File: config.mk
export PLATFORM = sky130hd
export DESIGN_NAME = pong_physics_flat
export DESIGN_NICKNAME = d
export VERILOG_FILES = /design/src/rtl/pong_physics_if.sv /design/src/rtl/pong_physics.sv /design/src/flat_wrapper.sv
export SDC_FILE = /design/constraint.sdc
export NUM_CORES = 1
export LEC_CHECK = 0
export CORE_MARGIN = 1.5
export CORE_UTILIZATION = 55
export DETAILED_ROUTE_END_ITERATION = 7
export GPL_ROUTABILITY_DRIVEN = 0
export HOLD_SLACK_MARGIN = 0.1
export PLACE_DENSITY = 0.88
export SLEW_MARGIN = 20
export SYNTH_ARGS = -nofsm -noshare
export SYNTH_HDL_FRONTEND = slang
export SYNTH_SLANG_ARGS = --single-unit
File: constraint.sdc
create_clock -name clk50M -period 4.5 [get_ports clk50M]
set_input_delay 0.9 -clock clk50M [delete_from_list [all_inputs] [get_ports clk50M]]
set_output_delay 0.9 -clock clk50M [all_outputs]
set_load 0.005 [all_outputs]
File: src/rtl/pong_physics_if.sv
// Pong engine port bundle: tick/button inputs and the
// registered coordinates, scores and state for the renderer.
interface pong_physics_if;
  logic       tick;
  logic       p1_up;
  logic       p1_down;
  logic       p2_up;
  logic       p2_down;
  logic [9:0] ball_x;
  logic [9:0] ball_y;
  logic [9:0] paddle_one_x;
  logic [9:0] paddle_one_y;
  logic [9:0] paddle_two_x;
  logic [9:0] paddle_two_y;
  logic [3:0] score_one;
  logic [3:0] score_two;
  logic [1:0] state;

  modport master (
    output tick, p1_up, p1_down, p2_up, p2_down,
    input  ball_x, ball_y,
    input  paddle_one_x, paddle_one_y,
    input  paddle_two_x, paddle_two_y,
    input  score_one, score_two, state
  );

  modport slave (
    input  tick, p1_up, p1_down, p2_up, p2_down,
    output ball_x, ball_y,
    output paddle_one_x, paddle_one_y,
    output paddle_two_x, paddle_two_y,
    output score_one, score_two, state
  );
endinterface

File: src/rtl/pong_physics.sv
// Pong game-state engine: ball/paddle motion, bounces,
// scoring, serve delay and game over, advanced once per tick.
module pong_physics #(
  parameter int SCREEN_W     = 640,
  parameter int SCREEN_H     = 480,
  parameter int BALL_SIZE    = 8,
  parameter int PADDLE_W     = 8,
  parameter int PADDLE_H     = 64,
  parameter int PADDLE_SPEED = 4,
  parameter int SERVE_TICKS  = 60,
  parameter int WIN_SCORE    = 9
) (
  input  logic          clk50M,
  input  logic          rst,
  pong_physics_if.slave bus
);

  typedef enum logic [1:0] {
    SERVE = 2'd0,
    PLAY  = 2'd1,
    OVER  = 2'd2
  } state_t;

  localparam logic [9:0] CX   = 10'((SCREEN_W - BALL_SIZE) / 2);
  localparam logic [9:0] CY   = 10'((SCREEN_H - BALL_SIZE) / 2);
  localparam logic [9:0] PY0  = 10'((SCREEN_H - PADDLE_H) / 2);
  localparam logic [9:0] PMAX = 10'(SCREEN_H - PADDLE_H);
  localparam logic [9:0] P1X  = 10'(16);
  localparam logic [9:0] P2X  = 10'(SCREEN_W - 16 - PADDLE_W);
  localparam logic [9:0] HIT1 = 10'(16 + PADDLE_W);
  localparam logic [9:0] HIT2 = 10'(SCREEN_W - 16 - PADDLE_W - BALL_SIZE);
  localparam logic [9:0] XMAX = 10'(SCREEN_W - BALL_SIZE);
  localparam logic [9:0] YMAX = 10'(SCREEN_H - BALL_SIZE);
  localparam logic [9:0] SPD  = 10'(PADDLE_SPEED);
  localparam logic [9:0] BS   = 10'(BALL_SIZE);
  localparam logic [9:0] PH   = 10'(PADDLE_H);
  localparam logic [3:0] WIN  = 4'(WIN_SCORE);
  localparam logic [7:0] SLST = 8'(SERVE_TICKS - 1);

  state_t     state_q, state_n;
  logic [9:0] bx_q, bx_n, by_q, by_n;
  logic [9:0] p1_q, p1_n, p2_q, p2_n;
  logic [3:0] s1_q, s1_n, s2_q, s2_n;
  logic [7:0] cnt_q, cnt_n;
  logic       dx_q, dx_n, dy_q, dy_n;
  logic [9:0] nx, ny;
  logic [3:0] s1_inc, s2_inc;

  // clamp compares happen before the add/sub so y never wraps
  function automatic logic [9:0] pad_next(
    input logic [9:0] y,
    input logic       up,
    input logic       dn
  );
    logic [9:0] r;
    r = y;
    if (up && !dn)
      r = (y < SPD) ? 10'd0 : y - SPD;
    else if (dn && !up)
      r = (y > PMAX - SPD) ? PMAX : y + SPD;
    return r;
  endfunction

  always_ff @(posedge clk50M or posedge rst) begin
    if (rst) begin
      state_q <= SERVE;
      bx_q    <= CX;
      by_q    <= CY;
      p1_q    <= PY0;
      p2_q    <= PY0;
      s1_q    <= 4'd0;
      s2_q    <= 4'd0;
      cnt_q   <= 8'd0;
      dx_q    <= 1'b1;
      dy_q    <= 1'b1;
    end else begin
      state_q <= state_n;
      bx_q    <= bx_n;
      by_q    <= by_n;
      p1_q    <= p1_n;
      p2_q    <= p2_n;
      s1_q    <= s1_n;
      s2_q    <= s2_n;
      cnt_q   <= cnt_n;
      dx_q    <= dx_n;
      dy_q    <= dy_n;
    end
  end

  always_comb begin
    state_n = state_q;
    bx_n    = bx_q;
    by_n    = by_q;
    p1_n    = p1_q;
    p2_n    = p2_q;
    s1_n    = s1_q;
    s2_n    = s2_q;
    cnt_n   = cnt_q;
    dx_n    = dx_q;
    dy_n    = dy_q;
    nx      = dx_q ? bx_q + 10'd1 : bx_q - 10'd1;
    ny      = dy_q ? by_q + 10'd1 : by_q - 10'd1;
    s1_inc  = s1_q + 4'd1;
    s2_inc  = s2_q + 4'd1;
    if (bus.tick) begin
      p1_n = pad_next(p1_q, bus.p1_up, bus.p1_down);
      p2_n = pad_next(p2_q, bus.p2_up, bus.p2_down);
      unique case (state_q)
        SERVE: begin
          if (cnt_q == SLST) begin
            state_n = PLAY;
            cnt_n   = 8'd0;
          end else begin
            cnt_n   = cnt_q + 8'd1;
          end
        end
        PLAY: begin
          bx_n = nx;
          by_n = ny;
          if (ny == 10'd0)
            dy_n = 1'b1;
          else if (ny == YMAX)
            dy_n = 1'b0;
          // overlap uses pre-update paddle positions
          if (!dx_q && nx == HIT1 &&
              ny + BS > p1_q && ny < p1_q + PH)
            dx_n = 1'b1;
          if (dx_q && nx == HIT2 &&
              ny + BS > p2_q && ny < p2_q + PH)
            dx_n = 1'b0;
          if (nx == 10'd0) begin
            s2_n    = s2_inc;
            bx_n    = CX;
            by_n    = CY;
            cnt_n   = 8'd0;
            dx_n    = 1'b0;
            state_n = (s2_inc == WIN) ? OVER : SERVE;
          end else if (nx == XMAX) begin
            s1_n    = s1_inc;
            bx_n    = CX;
            by_n    = CY;
            cnt_n   = 8'd0;
            dx_n    = 1'b1;
            state_n = (s1_inc == WIN) ? OVER : SERVE;
          end
        end
        OVER: begin
          bx_n = CX;
          by_n = CY;
        end
        default: state_n = SERVE;
      endcase
    end
  end

  assign bus.ball_x       = bx_q;
  assign bus.ball_y       = by_q;
  assign bus.paddle_one_x = P1X;
  assign bus.paddle_one_y = p1_q;
  assign bus.paddle_two_x = P2X;
  assign bus.paddle_two_y = p2_q;
  assign bus.score_one    = s1_q;
  assign bus.score_two    = s2_q;
  assign bus.state        = state_q;

endmodule

File: src/flat_wrapper.sv
// flat-port wrapper written by rule: the top's interface ports become plain ports
module pong_physics_flat 
#(
  parameter int SCREEN_W     = 640,
  parameter int SCREEN_H     = 480,
  parameter int BALL_SIZE    = 8,
  parameter int PADDLE_W     = 8,
  parameter int PADDLE_H     = 64,
  parameter int PADDLE_SPEED = 4,
  parameter int SERVE_TICKS  = 60,
  parameter int WIN_SCORE    = 9
)
  (clk50M, rst, bus_tick, bus_p1_up, bus_p1_down, bus_p2_up, bus_p2_down, bus_ball_x, bus_ball_y, bus_paddle_one_x, bus_paddle_one_y, bus_paddle_two_x, bus_paddle_two_y, bus_score_one, bus_score_two, bus_state);
  pong_physics_if bus_i ();
  input  logic clk50M;
  input  logic rst;
  input wire logic [$bits(bus_i.tick)-1:0] bus_tick;
  input wire logic [$bits(bus_i.p1_up)-1:0] bus_p1_up;
  input wire logic [$bits(bus_i.p1_down)-1:0] bus_p1_down;
  input wire logic [$bits(bus_i.p2_up)-1:0] bus_p2_up;
  input wire logic [$bits(bus_i.p2_down)-1:0] bus_p2_down;
  output wire logic [$bits(bus_i.ball_x)-1:0] bus_ball_x;
  output wire logic [$bits(bus_i.ball_y)-1:0] bus_ball_y;
  output wire logic [$bits(bus_i.paddle_one_x)-1:0] bus_paddle_one_x;
  output wire logic [$bits(bus_i.paddle_one_y)-1:0] bus_paddle_one_y;
  output wire logic [$bits(bus_i.paddle_two_x)-1:0] bus_paddle_two_x;
  output wire logic [$bits(bus_i.paddle_two_y)-1:0] bus_paddle_two_y;
  output wire logic [$bits(bus_i.score_one)-1:0] bus_score_one;
  output wire logic [$bits(bus_i.score_two)-1:0] bus_score_two;
  output wire logic [$bits(bus_i.state)-1:0] bus_state;
  assign bus_i.tick = bus_tick;
  assign bus_i.p1_up = bus_p1_up;
  assign bus_i.p1_down = bus_p1_down;
  assign bus_i.p2_up = bus_p2_up;
  assign bus_i.p2_down = bus_p2_down;
  assign bus_ball_x = bus_i.ball_x;
  assign bus_ball_y = bus_i.ball_y;
  assign bus_paddle_one_x = bus_i.paddle_one_x;
  assign bus_paddle_one_y = bus_i.paddle_one_y;
  assign bus_paddle_two_x = bus_i.paddle_two_x;
  assign bus_paddle_two_y = bus_i.paddle_two_y;
  assign bus_score_one = bus_i.score_one;
  assign bus_score_two = bus_i.score_two;
  assign bus_state = bus_i.state;
  pong_physics #(.SCREEN_W(SCREEN_W), .SCREEN_H(SCREEN_H), .BALL_SIZE(BALL_SIZE), .PADDLE_W(PADDLE_W), .PADDLE_H(PADDLE_H), .PADDLE_SPEED(PADDLE_SPEED), .SERVE_TICKS(SERVE_TICKS), .WIN_SCORE(WIN_SCORE)) u_core (.clk50M(clk50M), .rst(rst), .bus(bus_i));
endmodule
Run 1, routing congestion:
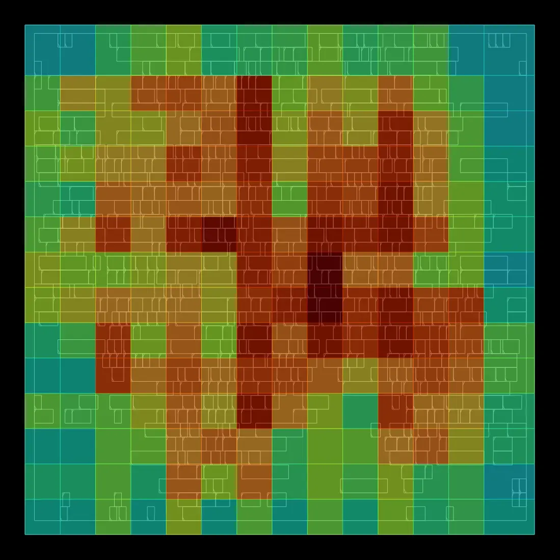
Post-Route Utilization: 0.637
GR peak layer: met2
routing usage on met3: 0.0316
gr usage total: 0.267
GR met2 Demand/Resource: 0.470

Run 1, gate-type map:
Drawn at 3 px/µm.
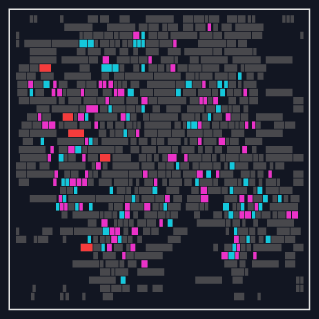
Key: red = mux cells [cells 5]; magenta = nand cells [cells 89, most used nand2_1]; cyan = nor cells [cells 68, most used nor2_1]

==> impl_metrics.env, run 1 <==
# source this file to load flow results
export IMPL_ys_sh_adder=0.179
export IMPL_status="complete, no violations"
export IMPL_die_h_um=99.6
export IMPL_crit_start="u_core.dy_q"
export IMPL_comb_share=0.585
export IMPL_hold_slack_ns=0.514
export IMPL_core_area_um2=9150
export IMPL_ys_sh_simple=0.170
export IMPL_p_leak_uw=0.00253
export IMPL_final_cell_count_no_fill=759
export IMPL_post_route_drc_count=0
export IMPL_powerDensity_nw_per_um2=319
export IMPL_overflow=0
export IMPL_hold_violations=0
export IMPL_hold_path_end="u_core.cnt_q[7]"
export IMPL_cp_arrival_ns=4.59
export IMPL_maxCapViolCount=0
export IMPL_vias=4875
export IMPL_cts_tree="built"
export IMPL_cp_end_kind="register"
export IMPL_tightest_slew_ns=0.775
export IMPL_synthToLayoutAreaGrowth_pct=13.7
export IMPL_edf_count=0
export IMPL_cts_hold_buf=0
export IMPL_crit_path_end="u_core.dx_q"
export IMPL_whs_path_depth=1
export IMPL_ios=77
export IMPL_reg2reg_slack_ns=0.15
export IMPL_nMultiInputCombCells=475
export IMPL_layout_top_cells="68 x ha_1, 52 x clkdlybuf4s50_1, 45 x inv_1, 42 x nand2_1, 40 x nor2_1"
export IMPL_clock_buffers=6
export IMPL_dp_cells=748
export IMPL_max_freq_mhz=230
export IMPL_worstRegToRegCells=18
export IMPL_syn_inst=595
export IMPL_ant_nets=0
export IMPL_clk_pin_slew_ns=0.11
export IMPL_ys_ff=56
export IMPL_switching_share=0.412
export IMPL_xor_area_frac=0.0632
export IMPL_ys_warn_count=0
export IMPL_min_from="u_core.cnt_q[7]"
export IMPL_wirelength_um=13500
export IMPL_htreeDepth=2
Run 1, sequential cells coloured by netlist name:
Drawn at 3 px/µm.
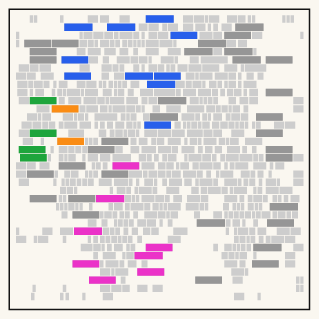
Key: orange = u_core.bus.state [placed flops 2]; green = u_core.bus.score_one [placed flops 4, where left middle]; magenta = u_core.bus.paddle_one_y [placed flops 8]; blue = u_core.bus.ball_x [placed flops 10, where top middle]
fraction of area in registers: 0.244
sequential power: 703 µW
FF+latch area: 1420 µm²

-- run 1: worst max-delay path, cell delays in order, from the launching register on --
cell and delay (ns):
dfstp_2 0.60, clkinvlp_4 0.19, ha_1 0.37, a21o_1 0.22, a21oi_4 0.20, o211ai_1 0.17
a31o_2 0.26, a21oi_1 0.24, xnor2_2 0.19, inv_2 0.10, xnor2_1 0.17, ha_1 0.32
o21a_1 0.15, o22ai_1 0.09, or4_1 0.47, a21oi_1 0.13, o211ai_1 0.13, o21ai_1 0.14
a32oi_1 0.12
-- run 1: cells in the mapped netlist (all sizes together), types with 3 or more instances --
cell / instances / area (µm²)
nor3: 16 / 80.1
a211oi: 6 / 50.1
a21o: 4 / 30.0
nor4: 4 / 25.0
a22oi: 4 / 30.0
inv: 48 / 180
a21oi: 30 / 150
o22ai: 7 / 43.8
ha: 70 / 876
o22a: 9 / 78.8
nand3: 24 / 120
a31oi: 14 / 87.6
xor2: 7 / 61.3
mux2: 3 / 37.5
or2: 3 / 18.8
a22o: 4 / 35.0
nor2: 40 / 150
o211ai: 6 / 50.1
nand4: 9 / 56.3
clkbuf: 13 / 48.8
and2: 5 / 31.3
dfstp: 18 / 473
o31ai: 5 / 51.3
dfrtp: 38 / 951
o21ai: 38 / 190
nand2: 44 / 175
o21a: 9 / 67.6
buf: 25 / 191
nand2b: 10 / 62.6
or4: 3 / 22.5
xnor2: 30 / 263
nor2b: 6 / 37.5
-- run 1: per-layer routing --
layer  vias up  track usage
met5         -            0
met2       277        0.470
met4         0        0.103
met3        66       0.0316
met1      2318        0.334
li1       2214            -
-- run 1: timing repair --
| item | 4_1_cts | 5_1_grt |
|---|---|---|
| setup endpoints to repair | 0 | 1 |
| gates resized | 0 | 11 |
| buffers inserted | 0 | 3 |
Run 1, I/O pins on the die edge:
Drawn at 4 px/µm. Pins as bars across the die edge, other pins in grey.
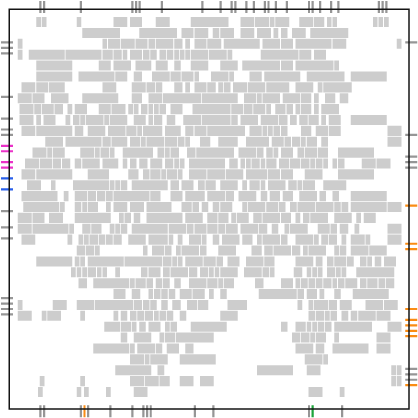

--- run 2 (diff from run 1) ---
CORE_UTILIZATION = 45   (was 55)
PLACE_DENSITY = 0.75   (was 0.88)
Run 2, I/O pins on the die edge:
Drawn at 4 px/µm. Pins as bars across the die edge, other pins in grey.
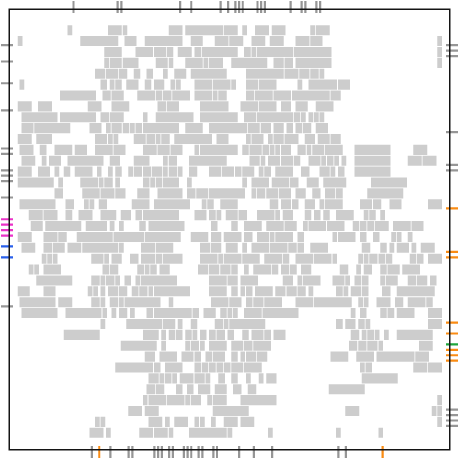
Key: blue = bus_state [pins 2, direction output, edge left]; magenta = bus_score_one [pins 4, direction output, edge left]; orange = bus_paddle_two_y [pins 10, direction output, edge 8 right, 2 bottom]; green = bus_p2_up [pins 1, direction input, edge right]
PortBufs: 52
die width: 110 µm

==> run 2 against run 1 <==
Effect of this change:
- cell count is 4.1% higher
- sequential share of layout area is 0.44 points lower
- die size is 22% higher
- critical path depth stayed put
- fmax is 3.1% higher
- clock power is 41% higher
- register-to-register slack better by 0.13 ns
- hold slack worse by 0.034 ns
- combinational power is 4.5% lower
- critical path type unchanged
==> impl_metrics.env, run 2 <==
# source this file to load flow results
export IMPL_worstRegToRegCells=18
export IMPL_hold_path_end="u_core.cnt_q[7]"
export IMPL_dp_cells=778
export IMPL_cp_arrival_ns=4.43
export IMPL_crit_path_end="u_core.dx_q"
export IMPL_ys_sh_adder=0.179
export IMPL_hold_violations=0
export IMPL_max_freq_mhz=237
export IMPL_whs_path_depth=1
export IMPL_cts_hold_buf=0
export IMPL_layout_top_cells="69 x ha_1, 52 x clkdlybuf4s50_1, 45 x inv_1, 42 x nand2_1, 40 x nor2_1"
export IMPL_cp_end_kind="register"
export IMPL_ios=77
export IMPL_worstPathCellList="clkinvlp_4 -> buf_4 -> ha_1 -> nand2_1 -> o211ai_1 -> nand2_1 -> xnor2_1 -> inv_1 -> or3_1 -> xnor2_1 -> ha_1 -> o21a_1 -> o22ai_1 -> or4_1 -> a21oi_1 -> o211ai_1 -> o21ai_0 -> a32oi_1"
export IMPL_core_area_um2=11000
export IMPL_ys_ff=56
export IMPL_reg2reg_slack_ns=0.28
export IMPL_p_leak_uw=0.00256
export IMPL_syn_inst=595
export IMPL_post_route_drc_count=0
export IMPL_ys_warn_count=0
export IMPL_status="complete, no violations"
export IMPL_top_cells_by_area="dfrtp_1 19%, ha_1 17%, dfstp_2 9.2%, xnor2_1 5.1%, buf_4 3.5%"
export IMPL_xor_area_frac=0.0632
export IMPL_top_cells_by_count="70 x ha_1, 48 x inv_1, 42 x nand2_1"
export IMPL_netlist_area_leader_share=0.185
export IMPL_ys_sh_simple=0.170
export IMPL_wirelength_um=12700
export IMPL_edf_count=0
export IMPL_cpPeakStageDelay_ns=0.58
export IMPL_top_area_cell="dfrtp_1"
export IMPL_cts_tree="built"
export IMPL_crit_slowest_cell="dfstp_2"
export IMPL_min_from="u_core.cnt_q[7]"
export IMPL_overflow=0
export IMPL_htreeDepth=2
export IMPL_most_common_cell="ha_1"
==> run 2: cell counts after synthesis <==
No cell type changed its count.
==> run 2: kinds of logic (layout without fill, tap and decap cells) <==
group           Yosys count  in the layout
compound gates          162            162
mux                       5              5
xor+xnor                 37             37
buf+inv                  86            119
other cells               2             24
simple gates            175            175
fa+ha+maj                72             72
flops                    56             56
==> run 2: critical path, delay by kind of cell (launching register included) <==
family,cells,cell delay [ns]
XOR/XNOR,2,0.37
AND-OR/OR-AND,7,0.97
AND/OR/NAND/NOR,4,1.07
adder cells (fa/ha/maj),2,0.68
buffers and inverters,3,0.47
flip-flops,1,0.58
==> run 2: per-stage QoR <==
| step | setup slack, ns | instance area, µm² | hold WS (ns) | power [µW] | util |
|---|---|---|---|---|---|
| 2_1_floorplan | 0.492 | 5210 | 0.442 | 1250 | - |
| 3_3_place_gp | 0.397 | 5720 | 0.466 | 1490 | 0.521 |
| 3_5_place_dp | 0.129 | 5720 | 0.475 | 1530 | 0.521 |
| 4_1_cts | 0.113 | 5870 | 0.484 | 1950 | 0.535 |
| 5_1_grt | -0.00865 | 5940 | 0.514 | 2100 | 0.541 |
| 6_report | 0.277 | 5940 | 0.480 | 1940 | 0.541 |
==> run 2: per-layer routing <==
layer / vias to the layer above / global-route usage
met5: - / 0
met4: 0 / 0.0733
met3: 26 / 0.0308
met2: 156 / 0.371
met1: 2226 / 0.274
li1: 2220 / -
==> run 2: area by class of cell <==
cell class,instances,area [µm²]
clock buffer,7,143
clock inverter,1,8.76
fill,1024,5040
inverter,48,184
multi-input combinational,475,3400
sequential,56,1420
tap,140,175
timing repair buffer,63,603
==> run 2: power by group <==
group          switching [µW]  internal (µW)  total, µW
Combinational             432            394        826
Clock                     187            224        410
Sequential                129            580        708
Total                     747           1200       1940
Run 2, sequential cells coloured by netlist name:
Drawn at 2 px/µm.
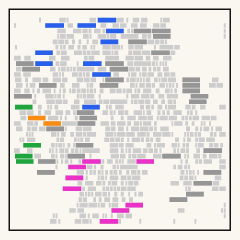

--- run 3 (diff from run 2) ---
CORE_UTILIZATION = 25   (was 45)
CTS_BUF_LIST = sky130_fd_sc_hd__clkbuf_4   (was unset)
GPL_TIMING_DRIVEN = 1   (was unset)
PLACE_DENSITY = 0.5   (was 0.75)
Run 3, sequential cells coloured by netlist name:
Drawn at 2 px/µm.
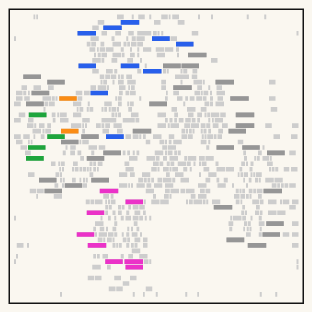
Key: blue = u_core.bus.ball_x [placed flops 10]; green = u_core.bus.score_one [placed flops 4, where left middle]; magenta = u_core.bus.paddle_one_y [placed flops 8]; orange = u_core.bus.state [placed flops 2]
Another 32 sequential cells are not coloured.

==> run 3 against run 2 <==
Effect of this change:
- clock power fell by 38%
- sequential power barely moved
- clock skew rose by 0.012 ns
- sequential share of layout area fell by 0.090 points
- critical path depth rose by 1
- cell count rose by 16%
- total power fell by 7.7%
- utilization fell by 25 points
- final area rose by 0.38%
- register-to-register slack improved by 0.06 ns
==> impl_metrics.env, run 3 <==
# source this file to load flow results
export IMPL_status="complete, no violations"
export IMPL_numPortBuffers=52
export IMPL_ys_warn_count=0
export IMPL_fin_area_um2=5960
export IMPL_htreeDepth=2
export IMPL_worstRegToRegCells=19
export IMPL_edf_count=0
export IMPL_power_uw=1800
export IMPL_cp_end_kind="register"
export IMPL_worstPathCellList="clkinvlp_4 -> ha_1 -> nor2b_1 -> o21ai_1 -> nand2_1 -> xnor2_1 -> inv_1 -> ha_1 -> nand3_1 -> or3_1 -> xnor2_1 -> ha_1 -> o21a_1 -> o22ai_1 -> or4_1 -> a21oi_1 -> o211ai_1 -> o21ai_1 -> a32oi_1"
export IMPL_tightest_slew_ns=0.642
export IMPL_die_h_um=146
export IMPL_crit_slowest_cell="dfstp_2"
export IMPL_crit_start="u_core.dy_q"
export IMPL_top_cells_by_count="70 x ha_1, 48 x inv_1, 42 x nand2_1"
export IMPL_regArea_um2=1420
export IMPL_hold_path_end="u_core.cnt_q[7]"
export IMPL_ys_ff=56
export IMPL_critPathTopFamily="simple AND/OR/NAND/NOR gates"
export IMPL_cpPeakStageDelay_ns=0.60
export IMPL_cp_common_cell="ha_1"
export IMPL_clk_pin_slew_ns=0.19
export IMPL_cts_hold_buf=0
export IMPL_place_area_um2=5880
export IMPL_post_route_drc_count=0
export IMPL_reg2reg_slack_ns=0.34
export IMPL_cp_arrival_ns=4.53
export IMPL_nFillCells=2204
export IMPL_maxCapViolCount=0
export IMPL_ant_nets=0
export IMPL_die_w_um=146
export IMPL_top_area_cell="dfrtp_1"
export IMPL_cts_tree="built"
export IMPL_core_area_um2=20200
export IMPL_overflow=0
export IMPL_final_setup_tns_ns=0
export IMPL_p_leak_uw=0.00251
export IMPL_combGateArea_um2=3370
export IMPL_worstPathRequired_ns=4.87
export IMPL_hold_violations=0
export IMPL_vias=4417
export IMPL_powerDensity_nw_per_um2=301
export IMPL_critPathBufInv=2
export IMPL_layout_top_cells="70 x ha_1, 52 x clkdlybuf4s50_1, 46 x inv_1, 42 x nand2_1, 40 x nor2_1"
export IMPL_most_common_cell="ha_1"
export IMPL_ys_chip_area_um2=5130
export IMPL_max_freq_mhz=240
export IMPL_grtUsageTotal=0.130
export IMPL_netlist_area_leader_share=0.185
## run 3: cell counts after synthesis
No cell type changed its count.
## run 3: worst max path at each step
stage / endpoint / cells after the start
2_1_floorplan: u_core.dx_q / 18
3_3_place_gp: u_core.dx_q / 19
3_5_place_dp: u_core.dx_q / 19
4_1_cts: u_core.dx_q / 19
5_1_grt: u_core.dx_q / 19
6_report: u_core.dx_q / 19
## run 3: what timing repair did
| item | 4_1_cts | 5_1_grt |
|---|---|---|
| endpoints found under the hold margin | 0 | 0 |
| setup endpoints to repair | 0 | 1 |
| gates resized | 0 | 4 |
| buffers inserted | 0 | 2 |
## run 3: final cells by class
class,instances,area share
Clock buffer,6,0.00755
Clock inverter,2,0.00231
Inverter,48,0.0308
Multi-Input combinational cell,475,0.565
Sequential cell,56,0.239
Tap cell,270,0.0566
Timing Repair Buffer,61,0.0986
## run 3: metrics by stage
step	utilization	hold slack [ns]	std cells	worst slack (ns)
2_1_floorplan	-	0.442	617	0.492
3_3_place_gp	0.292	0.471	908	0.306
3_5_place_dp	0.292	0.484	908	0.231
4_1_cts	0.295	0.506	916	0.192
5_1_grt	0.296	0.540	918	0.0119
6_report	0.296	0.508	918	0.341
## run 3: report_power, final
group	internal, µW	total (µW)	switching (µW)
Sequential	580	706	127
Combinational	392	835	443
Clock	68.9	254	185
Total	1040	1800	755
## run 3: metal layers
layer	vias to the layer above	part of all wire	wire, µm	GRT usage
met1	2085	0.49	6680	0.180
met4	0	0.0050	69	0.0293
met3	7	0.051	705	0.0297
met5	-	0	0	0
met2	112	0.46	6240	0.205
li1	2213	-	-	-
## run 3: cell families after synthesis
kind of cell	synth area share
simple gates	0.170
compound gates	0.216
buf+inv	0.0820
fa+ha+maj	0.179
flops	0.278
xor+xnor	0.0632
mux	0.0112
other cells	0.00146

==> screenshots <==
A small window of the routed layout.
panel A
Region (42, 20) to (67, 45) µm. Cells in grey, sequential cells in the stronger grey; small squares are vias.
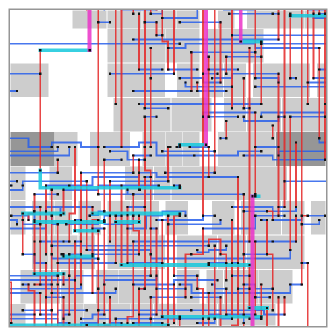
panel B
Region (61, 31) to (86, 56) µm. Cells in grey, sequential cells in the stronger grey; small squares are vias.
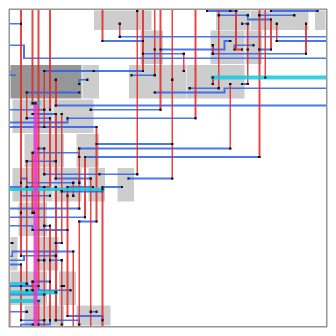
panel C
Region (37, 17) to (62, 42) µm. Cells in grey, sequential cells in the stronger grey; small squares are vias.
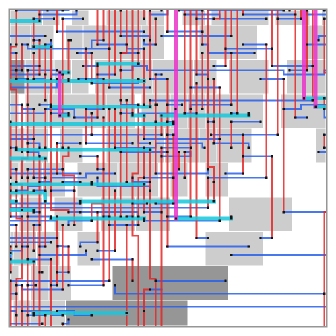
run 2: panel A
run 1: panel C
run 3: panel B

Key to panel C:
Key: cyan = M3; blue = M1; magenta = M4; red = M2
Most frequent: ha_1 (9), inv_1 (5), o21ai_0 (5). Netlist names of flops here include u_core.bus.paddle_one_y (2). 51 logic cells have their middle in the window. Sequential cells in the window: 2.

Power figures rest on the tool's default switching activity, not on a simulated workload.
